### config.mk
export PLATFORM = sky130hd
export DESIGN_NAME = subbytes_engine
export DESIGN_NICKNAME = d
export VERILOG_FILES = /design/src/rtl/subbytes_engine.sv
export SDC_FILE = /design/constraint.sdc
export NUM_CORES = 2
export LEC_CHECK = 0
export CAP_MARGIN = 20
export CORE_ASPECT_RATIO = 1.2
export CORE_MARGIN = 1.5
export CORE_UTILIZATION = 25
export DETAILED_ROUTE_END_ITERATION = 16
export PLACE_DENSITY = 0.48
export SLEW_MARGIN = 30
export SYNTH_ARGS = -nofsm -noshare
export SYNTH_HDL_FRONTEND = slang
export SYNTH_SLANG_ARGS = --single-unit
### constraint.sdc
create_clock -name clk -period 57.3 [get_ports clk]
set_clock_uncertainty 0.2 [all_clocks]
set_input_delay 8.595 -clock clk [delete_from_list [all_inputs] [get_ports clk]]
set_output_delay 8.595 -clock clk [all_outputs]
set_load 0.03 [all_outputs]
### src/rtl/subbytes_engine.sv
// Time-multiplexed AES SubBytes/InvSubBytes over LANES algebraic S-boxes; result valid BEATS=16/LANES cycles after accept.
// Finished block holds in DONE until out_ready; in_ready is IDLE or (DONE and out_ready), never dependent on in_valid.
module subbytes_engine #(
    parameter int LANES = 4
) (
    input  logic         clk,
    input  logic         rst,
    input  logic         in_valid,
    output logic         in_ready,
    input  logic [127:0] in_state,
    input  logic         in_inv,
    output logic         out_valid,
    input  logic         out_ready,
    output logic [127:0] out_state,
    output logic         busy
);
    localparam int BEATS = 16 / LANES;
    localparam int CW    = (BEATS > 1) ? $clog2(BEATS) : 1;

    generate
        if (LANES != 1 && LANES != 2 && LANES != 4 && LANES != 8 && LANES != 16) begin : g_lanes_check
            $error("subbytes_engine: LANES must be 1, 2, 4, 8 or 16");
        end
    endgenerate

    typedef enum logic [1:0] {
        S_IDLE = 2'd0,
        S_RUN  = 2'd1,
        S_DONE = 2'd2
    } state_t;

    state_t          fsm_q, fsm_d;
    logic [127:0]    st_q, st_d;
    logic [CW-1:0]   cnt_q, cnt_d;
    logic            inv_q, inv_d;

    // GF(2^8) multiply modulo x^8+x^4+x^3+x+1
    function automatic logic [7:0] gf_mul(input logic [7:0] a, input logic [7:0] b);
        logic [7:0] p;
        logic [7:0] aa;
        p  = 8'h00;
        aa = a;
        for (int i = 0; i < 8; i++) begin
            if (b[i]) p = p ^ aa;
            aa = {aa[6:0], 1'b0} ^ (aa[7] ? 8'h1b : 8'h00);
        end
        return p;
    endfunction

    // x^254 == x^-1 for x != 0, and maps 0 to 0 as AES requires
    function automatic logic [7:0] gf_inv(input logic [7:0] x);
        logic [7:0] x2, x3, x6, x12, x15, x30, x60, x120, x240;
        x2   = gf_mul(x, x);
        x3   = gf_mul(x2, x);
        x6   = gf_mul(x3, x3);
        x12  = gf_mul(x6, x6);
        x15  = gf_mul(x12, x3);
        x30  = gf_mul(x15, x15);
        x60  = gf_mul(x30, x30);
        x120 = gf_mul(x60, x60);
        x240 = gf_mul(x120, x120);
        return gf_mul(gf_mul(x240, x12), x2);
    endfunction

    function automatic logic [7:0] sbox(input logic [7:0] b, input logic inv);
        logic [7:0] t;
        logic [7:0] g;
        t = inv ? ({b[6:0], b[7]} ^ {b[4:0], b[7:5]} ^ {b[1:0], b[7:2]} ^ 8'h05) : b;
        g = gf_inv(t);
        return inv ? g : (g ^ {g[6:0], g[7]} ^ {g[5:0], g[7:6]} ^ {g[4:0], g[7:5]}
                          ^ {g[3:0], g[7:4]} ^ 8'h63);
    endfunction

    logic [7:0] lane_in  [LANES];
    logic [7:0] lane_out [LANES];

    always_comb begin
        for (int l = 0; l < LANES; l++) begin
            lane_in[l] = st_q[8*(15 - (int'(cnt_q) * LANES + l)) +: 8];
        end
    end

    genvar g;
    generate
        for (g = 0; g < LANES; g++) begin : g_lane
            assign lane_out[g] = sbox(lane_in[g], inv_q);
        end
    endgenerate

    always_comb begin
        fsm_d = fsm_q;
        st_d  = st_q;
        cnt_d = cnt_q;
        inv_d = inv_q;
        case (fsm_q)
            S_IDLE: begin
                if (in_valid) begin
                    st_d  = in_state;
                    inv_d = in_inv;
                    cnt_d = '0;
                    fsm_d = S_RUN;
                end
            end
            S_RUN: begin
                for (int l = 0; l < LANES; l++) begin
                    st_d[8*(15 - (int'(cnt_q) * LANES + l)) +: 8] = lane_out[l];
                end
                if (cnt_q == CW'(BEATS - 1)) begin
                    cnt_d = '0;
                    fsm_d = S_DONE;
                end else begin
                    cnt_d = cnt_q + 1'b1;
                end
            end
            S_DONE: begin
                if (out_ready) begin
                    if (in_valid) begin
                        st_d  = in_state;
                        inv_d = in_inv;
                        cnt_d = '0;
                        fsm_d = S_RUN;
                    end else begin
                        fsm_d = S_IDLE;
                    end
                end
            end
            default: fsm_d = S_IDLE;
        endcase
    end

    always_ff @(posedge clk or negedge rst) begin
        if (!rst) begin
            fsm_q <= S_IDLE;
            st_q  <= '0;
            cnt_q <= '0;
            inv_q <= 1'b0;
        end else begin
            fsm_q <= fsm_d;
            st_q  <= st_d;
            cnt_q <= cnt_d;
            inv_q <= inv_d;
        end
    end

    assign in_ready  = (fsm_q == S_IDLE) || ((fsm_q == S_DONE) && out_ready);
    assign out_valid = (fsm_q == S_DONE);
    assign busy      = (fsm_q != S_IDLE);
    assign out_state = st_q;

endmodule

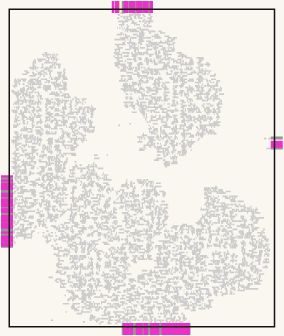
*I/O pins on the die edge*
Pins as bars across the die edge, other pins in gray.
port	color	pins	direction	edge
`in_inv`	orange	1	input	north
`out_state`	magenta	128	output	57 south, 39 west, 26 north, 6 east
all pins by edge	120 south, 86 west, 48 north, 10 east
Die Wd: 434 microns
port buffer count: 263

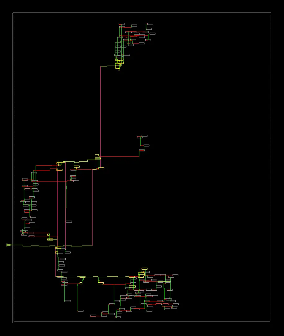
*The clock network*
clk sink count: 133
flop count: 133
clk_lat worst skew: 0.51 ns
CLK BUF: 17

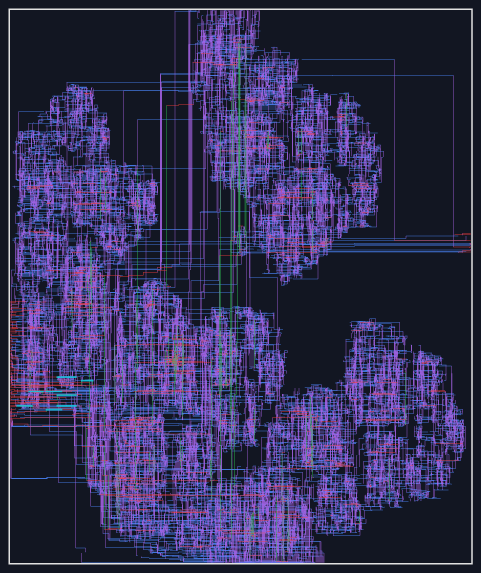
*Metal layers overlaid*
layer	color	wire length
M1	blue	83.4 mm
M3	red	7,050 microns
M4	green	5,570 microns
M5	cyan	117 microns
M2	purple	101 mm
DR WL/cell: 20.5 microns
vias: 48,545
Routed WL: 197 mm
all-layer global routing usage: 16.8%

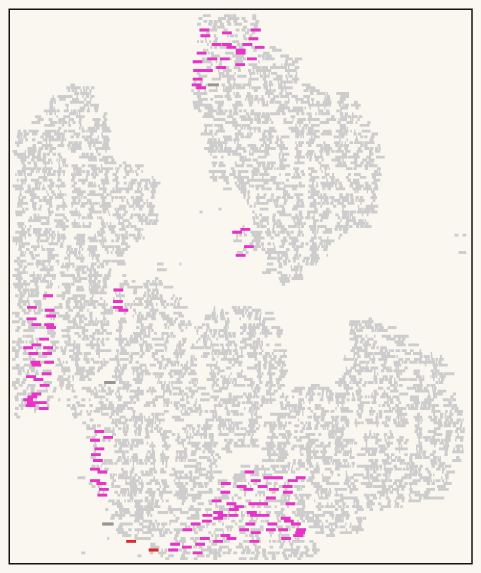
*Sequential cells grouped by signal name*
netlist name	color	flops
`out_state`	magenta	128
`fsm_q`	red	2
not colored	3
flop share of the area: 5.41%
Reg area: 3340 sq um

==> sequential cells by signal, indices dropped and copies added, names as in the netlist <==
name and flops:
out_state 128, cnt_q 2, fsm_q 2, inv_q 1
==> routing by layer <==
layer	wire length (microns)	GRT usage (%)
met1	83400	20.8
met2	101000	30.7
met3	7050	1.31
met4	5570	5.08
met5	116	0
==> worst max-delay path, delay by kind of cell (launching register included) <==
kind / cells / cell delay (ns)
XOR/XNOR: 26 / 9.93
AND/OR/NAND/NOR: 14 / 3.51
buffers and inverters: 10 / 3.30
adder cells (fa/ha/maj): 6 / 3.08
AND-OR/OR-AND: 10 / 2.70
multiplexers: 4 / 1.63
flip-flops: 1 / 0.81
==> area by class of cell <==
class,instances,area share [%]
clock inverters,15,0.331
diodes,5,0.0203
clock buffers,17,0.690
inverters,110,0.688
flip-flops and latches,133,5.41
repair buffers,429,6.33
multi-input cells,5952,80.5
well taps,2960,6.00
==> logic make-up (layout without fill, tap and decap cells) <==
| kind of cell | count (synthesis) | in the layout |
|---|---|---|
| and+or+nand+nor | 2166 | 2166 |
| xor gates and xnor gates | 2024 | 2024 |
| AOI/OAI and AO/OA | 1375 | 1375 |
| buffers and inverters | 559 | 571 |
| muxes | 355 | 355 |
| DFF | 133 | 133 |
| adders and majority gates | 32 | 32 |
| other | 0 | 5 |
==> impl_metrics.json <==
{
  "cts_tree": "yes",
  "fp_nets": 6809,
  "postSynthAreaPerCell_sq_um": 8.40,
  "final_common_cell": "xnor2_1",
  "fp-utilization_pct": 25.2,
  "ys_area_sq_um": 55800,
  "drive_above_1_share_pct": 11.6,
  "drtAntennaViolNets": 0,
  "chip_area_sq_um": 226000,
  "yosys.area.top_type": "xnor2_1",
  "drtIter0Drc": 3406,
  "dr.pass1.iters": 5,
  "status": "finished, final reports clean",
  "drv_slew": 0,
  "worst_pin_slew_ns": 0.947,
  "topCombFamilyByArea": "XOR/XNOR gates",
  "cp_slowest_cell": "dfrtp_4",
  "postSynthCellCount": 6644,
  "reg2regPathDepth": 70,
  "area_leaders": "xnor2_1, xnor3_1, nor2_1",
  "place_ws_ns": 31.34,
  "fin_ws_ns": 31.90,
  "cp-start-kind": "register",
  "worstHoldStart": "out_state[82]",
  "final.setup.tns_ns": 0,
  "postLayoutCellArea_sq_um": 61700,
  "antenna_found_initial": 13,
  "drc_errors": 0,
  "hpwl_mm": 152,
  "path_clk_slew_ns": 0.08,
  "max_cap_viol_count": 0,
  "aoi_share_pct": 16.9,
  "post_cts_resized": 0,
  "routed_via_density": 5.05,
  "grt_pass1_wl_mm": 298,
  "hold_viol": 0,
  "cts_hold_buf": 0,
  "cp_data_arrival_time_ns": 25.56,
  "grt_start_max_net_pins": 57,
  "cts.path.max_buffers": 2
}
